Run 1, pin placement:
(3 px per um) Pins as bars across the die edge, other pins in grey.
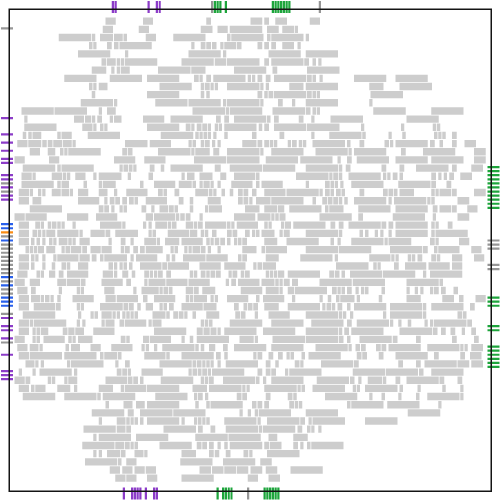
Run 1, congestion heat map:
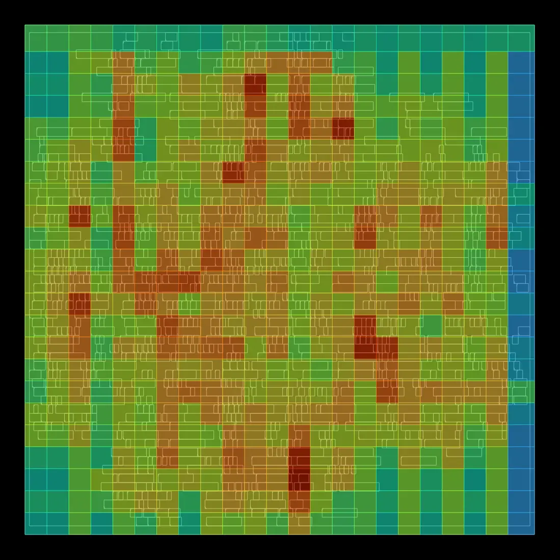
Run 1, a small window of the routed layout:
Window x 68 to 93, y 36 to 61 um. Cells in grey, sequential cells in the stronger grey; small squares are vias.
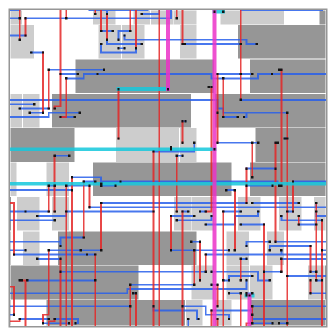
==> config.mk <==
export PLATFORM = sky130hd
export DESIGN_NAME = packet_router_rx
export DESIGN_NICKNAME = d
export VERILOG_FILES = /design/src/rtl/packet_router_rx_pkg.sv /design/src/rtl/packet_router_rx_fifo.sv /design/src/rtl/packet_router_rx.sv
export SDC_FILE = /design/constraint.sdc
export NUM_CORES = 1
export LEC_CHECK = 0
export ABC_AREA = 1
export CORE_MARGIN = 1
export CORE_UTILIZATION = 45
export CTS_BUF_LIST = sky130_fd_sc_hd__clkbuf_8
export CTS_CLUSTER_DIAMETER = 150
export CTS_CLUSTER_SIZE = 14
export DETAILED_ROUTE_END_ITERATION = 10
export GPL_TIMING_DRIVEN = 0
export PLACE_DENSITY_LB_ADDON = 0.3
export SLEW_MARGIN = 40
export SYNTH_ARGS = -nofsm -noshare
export SYNTH_HDL_FRONTEND = slang
export SYNTH_SLANG_ARGS = --single-unit
export TNS_END_PERCENT = 10
==> constraint.sdc <==
create_clock -name clk -period 3 [get_ports clk]
set_clock_uncertainty 0.05 [all_clocks]
set_input_delay 0.6 -clock clk [delete_from_list [all_inputs] [get_ports clk]]
set_output_delay 0.6 -clock clk [all_outputs]
set_load 0.05 [all_outputs]
==> run summary, run 1 <==
Implementation numbers.

- The share of the core area taken by cells at floorplan is between 40 and 50%.
- Row generation in the floorplan step produced 57 rows.
- The maximum cell stage delay along the critical path is 0.56 ns.
- The worst ir drop on vdd is between 0.5 and 0.6 mV.
- Looking at the worst setup and hold paths, the clock pins of their registers show a slew of about 0.10 ns.
- In this run, power in the clock network comes to about 1.9 mW.
- According to the floorplan report, the total die area is 25600 um^2.
- The logic depth of the worst register-to-register path is 12.
- The overflow left after global routing is 0.
- The combinational gate power is between 4 and 5 mW.
- For reference, the top logic cell family by area is simple AND/OR/NAND/NOR gates.
- In the setup report, the worst path falls into the class reg2out.
- The per-instance average area after synthesis is approximately 11 um^2.
- The main area contributors are sky130_fd_sc_hd__edfxtp_1 (56%), sky130_fd_sc_hd__dfxtp_1 (10%), sky130_fd_sc_hd__nor2_1 (9.6%).
- The routability congestion estimate is between 0.7 and 0.8.
- The largest share of the power goes to sequential cells.
- The flip-flop count of the largest register, all copies and words added is around 180.
- The internal power of the cells totals ~6.1 mW.
- The half-perimeter wire length after detailed placement is between 15 and 20 mm.
- The clock net in this run drives a total of 266 sinks.
- The cell area after layout is ~13000 um^2.
- The reg-to-reg setup timing slack is 0.14 ns.
- Across every metal layer, demand over resource in global routing totals approximately 19%.
- The clock network accounts for between 10% and 20% of the total power.
- The CTS H-tree depth is 1.
- The number of instances resized during post-cts repair is between 100 and 150.
- The share of total power dissipated in combinational logic is approximately two fifths.
- The detailed router finished its first iteration with 605 violations.
- OpenROAD emitted warnings numbering 40.
- The routed via count is around 7.7k.
- The slew check shows that the tightest pin keeps a relative margin of 48.2%.
- The final layout contains routed wiring with a total length of approximately 25 mm.
- For reference, the final report shows the hold violation count at 0.
- The final power report lists total power as 10.7 mW.
- Synthesis produced a netlist whose cell count is about 1.1k.
- For this run, the detailed router's first-pass iteration total came to 5.
- Once layout is complete, the cells apart from fillers number between 1.5k and 2k.
- The flow reports an fmax of 0.339 GHz.
- The area growth from synthesis to layout is 17.7%.
- The wire length of the first global-routing pass is 39.2 mm.
- Warnings reported by Yosys during synthesis add up to 0.
- The clock root buffer is sky130_fd_sc_hd__clkbuf_8.
- After layout, the minimum clock period comes to a little under 3 ns.
- The run finished with clean final reports.
- The most numerous logic cell after layout is sky130_fd_sc_hd__nor2_1.
- Per the skew report, the later register of the worst-skew pair sees a clock latency of 0.55 ns.
- The async set-reset flop share out of synthesis is 0%.
- The per-cell via count in the routed design is 5.02.
- Per the detail_route report, DRC violations left total 0.
- The depth of the worst hold-timing path is 2.
- The area fraction of the largest cell type after synthesis is between 50 and 60%.
- The number of antenna violations at the first check in global routing is 0.
- STA puts the critical path data arrival time at between 2 and 2.5 ns.
- Dividing the detail-routed wire length by the instance count gives about 16 um.
- The number of placed instances with taps included is 1496.
Back to the opening pictures, 'pin placement':
- green: out_data (pins 44; direction output; edge 22 east, 11 south, 11 north)
- blue: drop_count (pins 8; direction output; edge west)
- purple: acc_count (pins 32; direction output; edge 19 west, 8 south, 5 north)
- orange: reset (pins 1; direction input; edge west)
die extent in y: 160 um
Die Wd: 160 um
count of buffers inserted at the top-level ports: 109

Back to the opening pictures, 'congestion heat map':
layer with the highest usage after global routing: met2
met3 Use GR: 3.69%

Back to the opening pictures, 'a small window of the routed layout':
- blue: met1
- red: met2
- cyan: met3
- magenta: met4
- most frequent: edfxtp_1 (11), nor2_1 (8), o21ai_0 (5)
- sequential cells in the window: 12
- cells with their middle in the window: 35

## run 1: Yosys cell counts, types with 5 or more instances
cell type / count
sky130_fd_sc_hd__ha_1: 25
sky130_fd_sc_hd__a21oi_1: 83
sky130_fd_sc_hd__nand2_1: 78
sky130_fd_sc_hd__xor2_1: 23
sky130_fd_sc_hd__inv_1: 84
sky130_fd_sc_hd__xnor2_1: 7
sky130_fd_sc_hd__nor2_1: 287
sky130_fd_sc_hd__nand4_1: 5
sky130_fd_sc_hd__dfxtp_1: 58
sky130_fd_sc_hd__nand3_1: 24
sky130_fd_sc_hd__edfxtp_1: 208
sky130_fd_sc_hd__buf_1: 5
sky130_fd_sc_hd__clkbuf_1: 30
sky130_fd_sc_hd__o21ai_0: 122
## run 1: per-layer routing
metal	routed length [um]	vias to the layer above	GRT usage (%)
li1	-	3859	-
met1	11500	3650	27.3
met4	537	0	5.50
met3	1590	34	3.69
met2	11200	195	30.6
met5	0	-	0
## run 1: cell type report
cell class	count	area [um^2]
Fill cell	2191	11200
Clock inverter	17	63.8
Clock buffer	23	317
Tap cell	324	405
Inverter	87	327
Buffer	38	159
Timing Repair Buffer	115	1130
Sequential cell	266	7410
Multi-Input combinational cell	672	3430
## run 1: metrics by stage
stage / TNS (ns) / hold slack (ns) / util (%) / setup WS, ns
floorplan: 0 / 0.386 / - / 0.249
global placement: -3.73 / 0.404 / 52.3 / -0.233
detailed placement: -0.580 / 0.410 / 52.4 / -0.292
CTS: -0.0343 / 0.426 / 54.2 / -0.0343
global route: -1.14 / 0.449 / 54.3 / -0.143
finish: 0 / 0.412 / 54.3 / 0.0528
## run 1: worst max-delay path, delay by kind of cell, from the launching register on
family,cells,cell delay [ns]
simple gates,2,0.23
flops,1,0.41
compound gates,1,0.22
buf+inv,3,0.87
Run 1, sequential cells grouped by signal name:
(1.5 px per um) Other sequential cells in the stronger grey, the rest of the logic in the fainter grey.
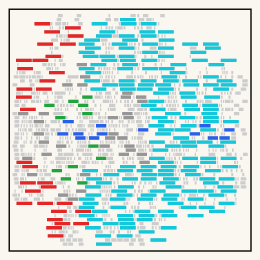

==> inputs of run 2 (changes only) <==
CAP_MARGIN = 20   (was default)
CORE_UTILIZATION = 55   (was 45)
Run 2, sequential cells grouped by signal name:
(2 px per um) Other sequential cells in the stronger grey, the rest of the logic in the fainter grey.
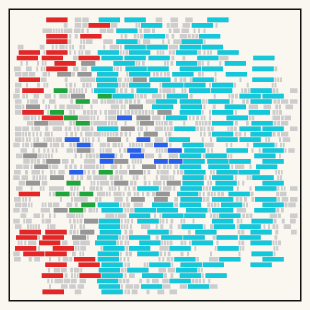
- red: r_acc_cnt (sequential cells 32; where a vertical strip on the left)
- cyan: g_dest.u_fifo.r_mem (sequential cells 176)
- blue: r_hold (sequential cells 13; where centre)
- green: g_dest.u_fifo.r_count (sequential cells 12; where west)
- not coloured: 33
area used by sequential logic in the layout: 7410 um^2
Util after Layout: 66.6%
power attributed to sequential cells: 4.45 mW

==> run 2 against run 1 <==
- sequential share of layout area is 0.29 points higher
- wire length increased by 0.19%
- power increased by 0.34%
- sequential power about the same
- die area down 18%
- worst hold slack improved by 0.012 ns
- first-iteration DRC count shrank 12%
- synthesized cell count is the same
- global-route usage up 4.0 points
- sequential cell count unchanged
- register-to-register slack gained 0.02 ns
- design area fell by 0.53%
- critical path type unchanged
==> run summary, run 2 <==
Implementation numbers.

- The run finished with clean final reports.
- Once layout is done, the placed cells without fillers occupy approximately 13000 um^2.
- For reference, the placement row count at floorplan is ~51.
- For this sky-water flow run, the detailed-routed wirelength per cell is reported as ~17 um.
- The worst setup path is of the reg2out kind.
- Once placement completed, the tool counted placed cells totaling about 1.4k.
- The most popular library cell in the synthesized design by count is sky130_fd_sc_hd__nor2_1.
- The worst hold path passes through 2 cells.
- The area share of the largest cell type after synthesis is between 50 and 60%.
- The number of antenna violations at the first check in global routing is 0.
- The data arrival time reported for the critical path is between 2 and 2.5 ns.
- The maximum cell stage delay along the critical path is between 0.4 and 0.5 ns.
- The initial utilization of the core area, before any placement, comes to between 50% and 60%.
- The area growth from synthesis to layout is 17.0%.
- The logic depth of the worst register-to-register path is 12.
- The overflow left after global routing is 0.
- The timing report gives the clock slew at the launch and capture registers of the worst setup and hold paths as 0.09 ns.
- The total power draw is ~11 mW.
- The synthesis run shows the most used standard cells to be sky130_fd_sc_hd__nor2_1 (287), sky130_fd_sc_hd__edfxtp_1 (208), sky130_fd_sc_hd__o21ai_0 (122).
- In the placement report, post-DP HPWL is listed as 16.5 mm.
- A synthesized cell averages 10.6 um^2.
- The skew report gives the latency at the later pin of the worst-skew pair as about 0.55 ns.
- The post-route worst setup slack is 0.0513 ns.
- The reg-to-reg setup timing slack is around 0.16 ns.
- The clock net in this run drives a total of approximately 270 sinks.
- The CTS H-tree depth is 1.
- After synthesis, the cell types taking the most area are sky130_fd_sc_hd__edfxtp_1 (56%), sky130_fd_sc_hd__dfxtp_1 (10%), sky130_fd_sc_hd__nor2_1 (9.6%).
- The routability congestion estimate is 0.841.
- Per the log, the first TritonRoute iteration ended with a DRC count of approximately 530.
- The count of input and output buffers is roughly 110.
- The maximum clock rate is roughly 0.34 GHz.
- By instance count after routing, the leading logic cell type is sky130_fd_sc_hd__nor2_1.
- The tree is rooted in a sky130_fd_sc_hd__clkbuf_8.
- Per the detail_route report, DRC violations left total 0.
- The aggregate routed wire length is 24.8 mm.
- Buffers inserted during clock tree synthesis total 22.
- The synthesized instance count is between 1k and 1.5k.
- Per the OpenROAD floorplan log, the height of the die is about 150 um.
- Hold is met by between 0.4 and 0.5 ns.
- The wire length of the first global-routing pass is slightly below 40 mm.
- Yosys reported that registers with async set or reset make up 0%.
- For this run, the detailed router's first-pass iteration total came to 5.
- The per-cell via count in the routed design is about 5.3.
- The clock period could shrink to a little under 3 ns.
- Global routing used roughly a quarter of the available tracks.
- The number of fill cells is around 1.5k.
- According to the floorplan report, the total die area is between 20000 and 25000 um^2.
- For this run, the number of Yosys warnings is 0.
- The routed via count is around 8k.
- The horizontal die dimension is about 150 um.
- Summed over all failing endpoints, the final setup total negative slack is 0 ns.
- The pre-CTS setup slack is -0.261 ns.
run 2: cell count changes in the layout (fill, tap and decap cells not counted), sizes merged:
cell,delta
buf,-6
clkbuf,-5
dlygate4sd2,+4
clkdlybuf4s15,+3
run 2: per-layer routing:
layer	share of wire, %	up-vias	track usage [%]	wire length [um]
met5	0	-	0	0
met4	2.1	0	7.77	531
met3	7.3	38	4.12	1820
met2	48	269	39.5	12000
met1	42	3746	30.5	10500
li1	-	3848	-	-
run 2: logic make-up after synthesis:
kind of cell             count (synthesis)  synth area share [%]
AND/OR/NAND/NOR                        406                  14.9
flip-flops                             266                  65.8
AND-OR/OR-AND                          207                  9.25
buffers and inverters                  125                  4.23
XOR/XNOR                                30                  2.34
adder cells (fa/ha/maj)                 29                  3.49
run 2: area by class of cell:
class / instances / area (um^2) / share of cell area [%]
clock buffer: 23 / 317 / 2.40
clock inverter: 17 / 63.8 / 0.485
buffer: 38 / 163 / 1.24
sequential: 266 / 7410 / 56.3
timing repair buffer: 111 / 1130 / 8.57
multi-input combinational: 672 / 3430 / 26.0
inverter: 87 / 327 / 2.48
tap: 265 / 332 / 2.52
run 2: report_power, final:
| group | switching, mW | leakage (nW) | total [mW] | internal, mW |
|---|---|---|---|---|
| combinational | 3.23 | 2.13 | 4.43 | 1.20 |
| sequential | 0.250 | 2.42 | 4.45 | 4.20 |
| clock | 1.15 | 0.256 | 1.86 | 0.715 |
| total | 4.63 | 4.81 | 10.7 | 6.12 |
run 2: worst max-delay path, delay by kind of cell (launching register included):
family	cells	cell delay [ns]
AND/OR/NAND/NOR	2	0.36
AND-OR/OR-AND	1	0.07
flip-flops	1	0.36
buffers and inverters	3	0.95
run 2: timing repair:
item / in CTS / in global routing
resized: 117 / 23
pin swaps: 0 / 1
buffers inserted: 0 / 2
endpoints found under the setup margin: 83 / 48
Power figures rest on the tool's default switching activity, not on a simulated workload.
